### config.mk
export PLATFORM = sky130hd
export DESIGN_NAME = booth_mult_fsm
export DESIGN_NICKNAME = d
export VERILOG_FILES = /design/src/rtl/mult_pkg.sv /design/src/rtl/booth_mult_fsm_step.sv /design/src/rtl/booth_mult_fsm.sv
export SDC_FILE = /design/constraint.sdc
export NUM_CORES = 1
export LEC_CHECK = 0
export CORE_ASPECT_RATIO = 1.5
export CORE_MARGIN = 1.5
export CORE_UTILIZATION = 58
export DETAILED_ROUTE_END_ITERATION = 16
export PLACE_DENSITY_LB_ADDON = 0.05
export SYNTH_ARGS = -nofsm -noshare
export SYNTH_HDL_FRONTEND = slang
export SYNTH_SLANG_ARGS = --single-unit
### constraint.sdc
create_clock -name clk -period 6.3 [get_ports clk]
set_clock_uncertainty 0.15 [all_clocks]
set_input_delay 1.26 -clock clk [delete_from_list [all_inputs] [get_ports clk]]
set_output_delay 1.26 -clock clk [all_outputs]
set_load 0.05 [all_outputs]
### src/rtl/mult_pkg.sv
// Shared types and defaults for the sequential radix-2 Booth multiplier.
package mult_pkg;

  typedef enum logic [1:0] {
    IDLE = 2'd0,
    CALC = 2'd1,
    DONE = 2'd2,
    HOLD = 2'd3
  } mult_state_e;

  localparam int DW_DEFAULT = 8;

endpackage

### src/rtl/booth_mult_fsm_step.sv
// One combinational radix-2 Booth iteration: conditional add/subtract of Mr
// into A, then arithmetic right shift of the packed {A, Qr, q_1} register.
module booth_step #(
  parameter int DW = 8
) (
  input  logic [2*DW+1:0] acc_in,
  input  logic [DW:0]     mr,
  output logic [2*DW+1:0] acc_out
);

  logic [DW:0]   a;
  logic [DW-1:0] qr;
  logic          q_1;
  logic [DW:0]   a_sum;

  assign a   = acc_in[2*DW+1 -: DW+1];
  assign qr  = acc_in[DW:1];
  assign q_1 = acc_in[0];

  always_comb begin
    a_sum = a;
    case ({qr[0], q_1})
      2'b01:   a_sum = a + mr;
      2'b10:   a_sum = a - mr;
      default: a_sum = a;
    endcase
  end

  // Sign bit of the accumulator is replicated; old Qr[0] falls into q_1.
  assign acc_out = {a_sum[DW], a_sum, qr};

endmodule

### src/rtl/booth_mult_fsm.sv
// Sequential signed Booth multiplier, one iteration per clock, with a
// four-state run controller and a registered, held product.
module booth_mult_fsm
  import mult_pkg::*;
#(
  parameter int DW = DW_DEFAULT
) (
  input  logic              clk,
  input  logic              rst,
  input  logic              init_FSM,
  input  logic [DW-1:0]     multiplicand,
  input  logic [DW-1:0]     multiplier,
  output logic              complete,
  output logic              busy,
  output logic [2*DW-1:0]   product,
  output mult_state_e       state
);

  // Handshake: init_FSM is a level held by the control unit for the whole run;
  // complete is a single-cycle pulse, after which init_FSM must drop for at
  // least one edge before another run is accepted. Dropping init_FSM while
  // busy aborts the run and leaves product untouched.

  localparam int CW = $clog2(DW + 1);

  logic [DW:0]      a;
  logic [DW-1:0]    qr;
  logic             q_1;
  logic [DW:0]      mr;
  logic [CW-1:0]    count;

  logic [2*DW+1:0]  step_in;
  logic [2*DW+1:0]  step_out;
  logic [DW:0]      next_a;
  logic [DW-1:0]    next_qr;
  logic             next_q1;
  logic             last_step;

  assign step_in = {a, qr, q_1};

  booth_step #(
    .DW (DW)
  ) u_step (
    .acc_in  (step_in),
    .mr      (mr),
    .acc_out (step_out)
  );

  assign next_a    = step_out[2*DW+1 -: DW+1];
  assign next_qr   = step_out[DW:1];
  assign next_q1   = step_out[0];
  assign last_step = (count == CW'(DW - 1));
  assign busy      = (state == CALC);

  always_ff @(posedge clk or posedge rst) begin
    if (rst) begin
      state    <= IDLE;
      complete <= 1'b0;
      product  <= '0;
      count    <= '0;
      a        <= '0;
      qr       <= '0;
      q_1      <= 1'b0;
      mr       <= '0;
    end else begin
      case (state)
        IDLE: begin
          if (init_FSM) begin
            // One extra accumulator bit keeps -2^(DW-1) exact when negated.
            mr    <= {multiplicand[DW-1], multiplicand};
            a     <= '0;
            qr    <= multiplier;
            q_1   <= 1'b0;
            count <= '0;
            state <= CALC;
          end
        end

        CALC: begin
          if (!init_FSM) begin
            state <= IDLE;
          end else begin
            a     <= next_a;
            qr    <= next_qr;
            q_1   <= next_q1;
            count <= count + CW'(1);
            if (last_step) begin
              product  <= {next_a[DW-1:0], next_qr};
              complete <= 1'b1;
              state    <= DONE;
            end
          end
        end

        DONE: begin
          complete <= 1'b0;
          state    <= HOLD;
        end

        HOLD: begin
          if (!init_FSM) begin
            state <= IDLE;
          end
        end

        default: begin
          complete <= 1'b0;
          state    <= IDLE;
        end
      endcase
    end
  end

endmodule

flops_by_reg.png
The bar under the picture is 20 um long.
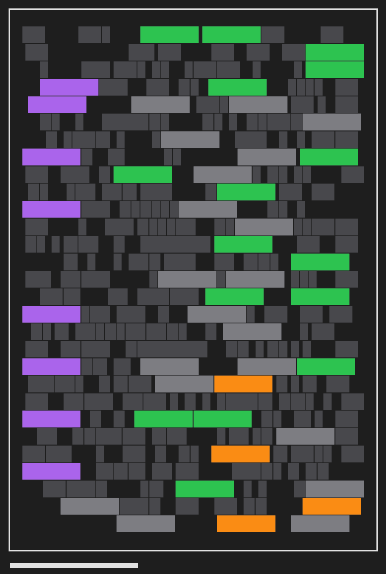
count: drawn in orange, sequential cells 4. product: drawn in green, sequential cells 16. mr: drawn in purple, sequential cells 8.
Another 20 sequential cells are not colored.
Final Core Density: 72.9%
sequential logic power: 387 uW
register area: 1200 um^2
Seq area share: 39.2%

metal_density.png
The die is cut into 11 by 17 equal tiles; dark blue is low, red is high, scaled to the fullest tile. Values are wire area over tile area, all layers added.
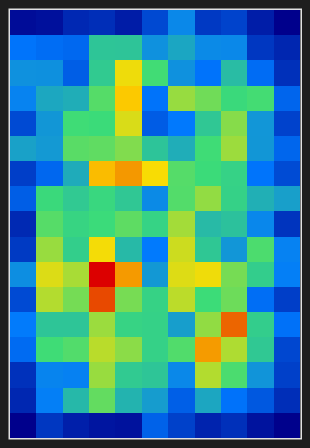
1.6% of the tiles are nearly empty. The mean over all tiles is 0.17. 29% of the tiles are over half the peak.
global-route usage over all layers: 23.1%
Post-Route WL: 5220 um
Vias: 1978

==> flow_summary.json <==
{
  "clockBufferDepth": 2,
  "holdPathEnd": "product[4]",
  "ant_nets": 0,
  "ys_seq_elements": 48,
  "postSynthAreaPerCell_um2": 9.35,
  "clkSinkCount": 48,
  "reg2reg_slack_ns": 3.17,
  "warnings": 26,
  "rr_worst_depth": 10,
  "yosysWarnings": 0,
  "cp_cell_sequence": "nand2b_1, inv_1, clkdlybuf4s50_1",
  "edf_count": 0,
  "grt_max_degree": 49,
  "htreeDepth": 2,
  "cp.required_ns": 4.89,
  "dp_slack_ns": 2.87,
  "r2r_end": "a[4]",
  "met2WireLength_um": 2810,
  "r2r-start": "q_1",
  "leakage_uw": 0.00143,
  "crit_slowest_cell": "clkdlybuf4s50_1",
  "cts_buffers": 5,
  "p_int_uw": 675,
  "grt_pass1_vias": 1965,
  "antenna_found_initial": 0,
  "final_cell_mix": "nand2_1, dfrtp_1, clkdlybuf4s50_1",
  "layout_top_cell": "nand2_1",
  "pg_comb_uw": 376,
  "maxPowerGroup": "sequential cells",
  "ys_types": 43,
  "max_cap_violations": 0,
  "outcome": "finished clean",
  "crit_buf_inv": 2,
  "holdWs_ns": 0.330,
  "worstHoldPathType": "reg2reg",
  "critical_path_arrival_ns": 2.19,
  "post_cts_buffers": 0,
  "pin_count": 39,
  "clock.fmax_mhz": 277,
  "die_w_um": 57.1,
  "crit_family": "buffers and inverters",
  "hold_viol": 0
}
clk_routes.png
The bar under the picture is 20 um long.
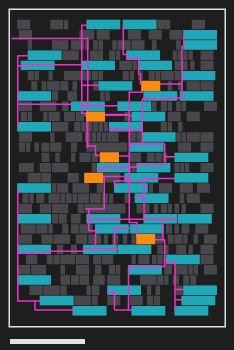
flip-flops: drawn in cyan, count 48. clock wires: drawn in magenta, length 606 um. clock drivers: drawn in orange, count 5.
Position of the flops: spread over the die. There are 6 routed clock nets.
clk pwr: 259 uW
clock share of power: 25.4%
clk latency late pin: 0.30 ns

sizes.png
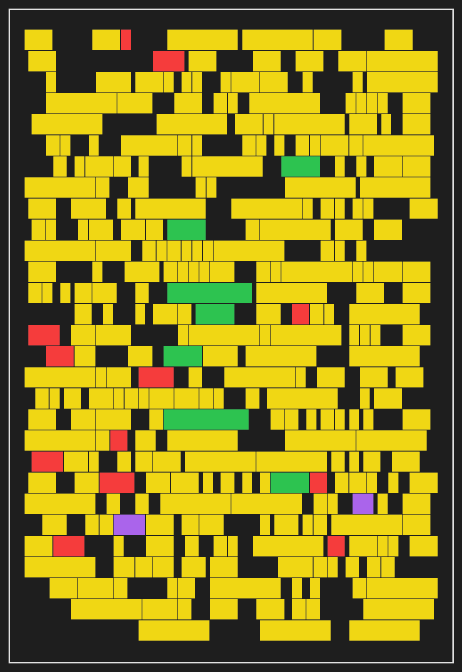
_6 and larger: drawn in green, cells 7, most used clkbuf_8. _2 cells: drawn in red, cells 12, most used mux2_2. _0 and _1 cells: drawn in yellow, cells 287, most used nand2_1. _3 and _4 cells: drawn in purple, cells 2.
Final Instance Area: 3070 um^2
non-clock buffer count: 39
Setup WS post-layout: 2.70 ns

-- metal layers --
layer / up-vias / global-route usage, %
met3: 7 / 4.19
met4: 0 / 7.61
met2: 42 / 41.9
li1: 991 / -
met1: 938 / 26.8
met5: - / 0
-- kinds of logic (layout without fill, tap and decap cells) --
kind of cell | count (synthesis) | count (layout) | synth area share, %
compound gates | 62 | 62 | 14.3
xor+xnor | 11 | 11 | 3.79
fa+ha+maj | 12 | 12 | 6.20
buf+inv | 23 | 59 | 3.89
flops | 48 | 48 | 47.2
mux | 17 | 17 | 6.89
simple gates | 99 | 99 | 17.8
-- cell type report --
class                   count  area, um^2
multi-input cells         201        1240
clock buffers               5        68.8
clock inverters             2        60.1
flip-flops and latches     48        1200
inverters                  13        48.8
fillers                   326        1140
repair buffers             39         388
well taps                  46        57.6
-- cells in the mapped netlist, types with 2 or more instances --
cell type	n	area (um^2)
nand2_1	64	240
dfrtp_1	48	1200
o21ai_0	34	170
inv_1	13	48.8
mux2i_1	13	130
a21oi_1	12	60.1
ha_1	11	138
nor2_1	10	37.5
xnor2_1	10	87.6
a22o_1	4	35.0
mux2_2	4	45.0
nor3_1	4	20.0
a31oi_1	3	18.8
buf_2	3	15.0
clkbuf_1	3	11.3
nor2b_1	3	18.8
buf_1	2	7.51
nand2b_1	2	12.5
nand3_1	2	10.0
nor2_2	2	12.5
nor4b_1	2	17.5
or3_1	2	12.5
-- worst reg2reg max path: stages (launching register included) --
cell and delay (ns):
dfrtp_1 0.39, inv_1 0.06, ha_1 0.35, mux2i_1 0.36
ha_1 0.29, nor2b_1 0.13, o21a_1 0.17, o21ai_0 0.38
nor4b_1 0.10, a2111oi_0 0.47, o21ai_0 0.15
No activity file was given, so power comes from the tool's default toggle rates.
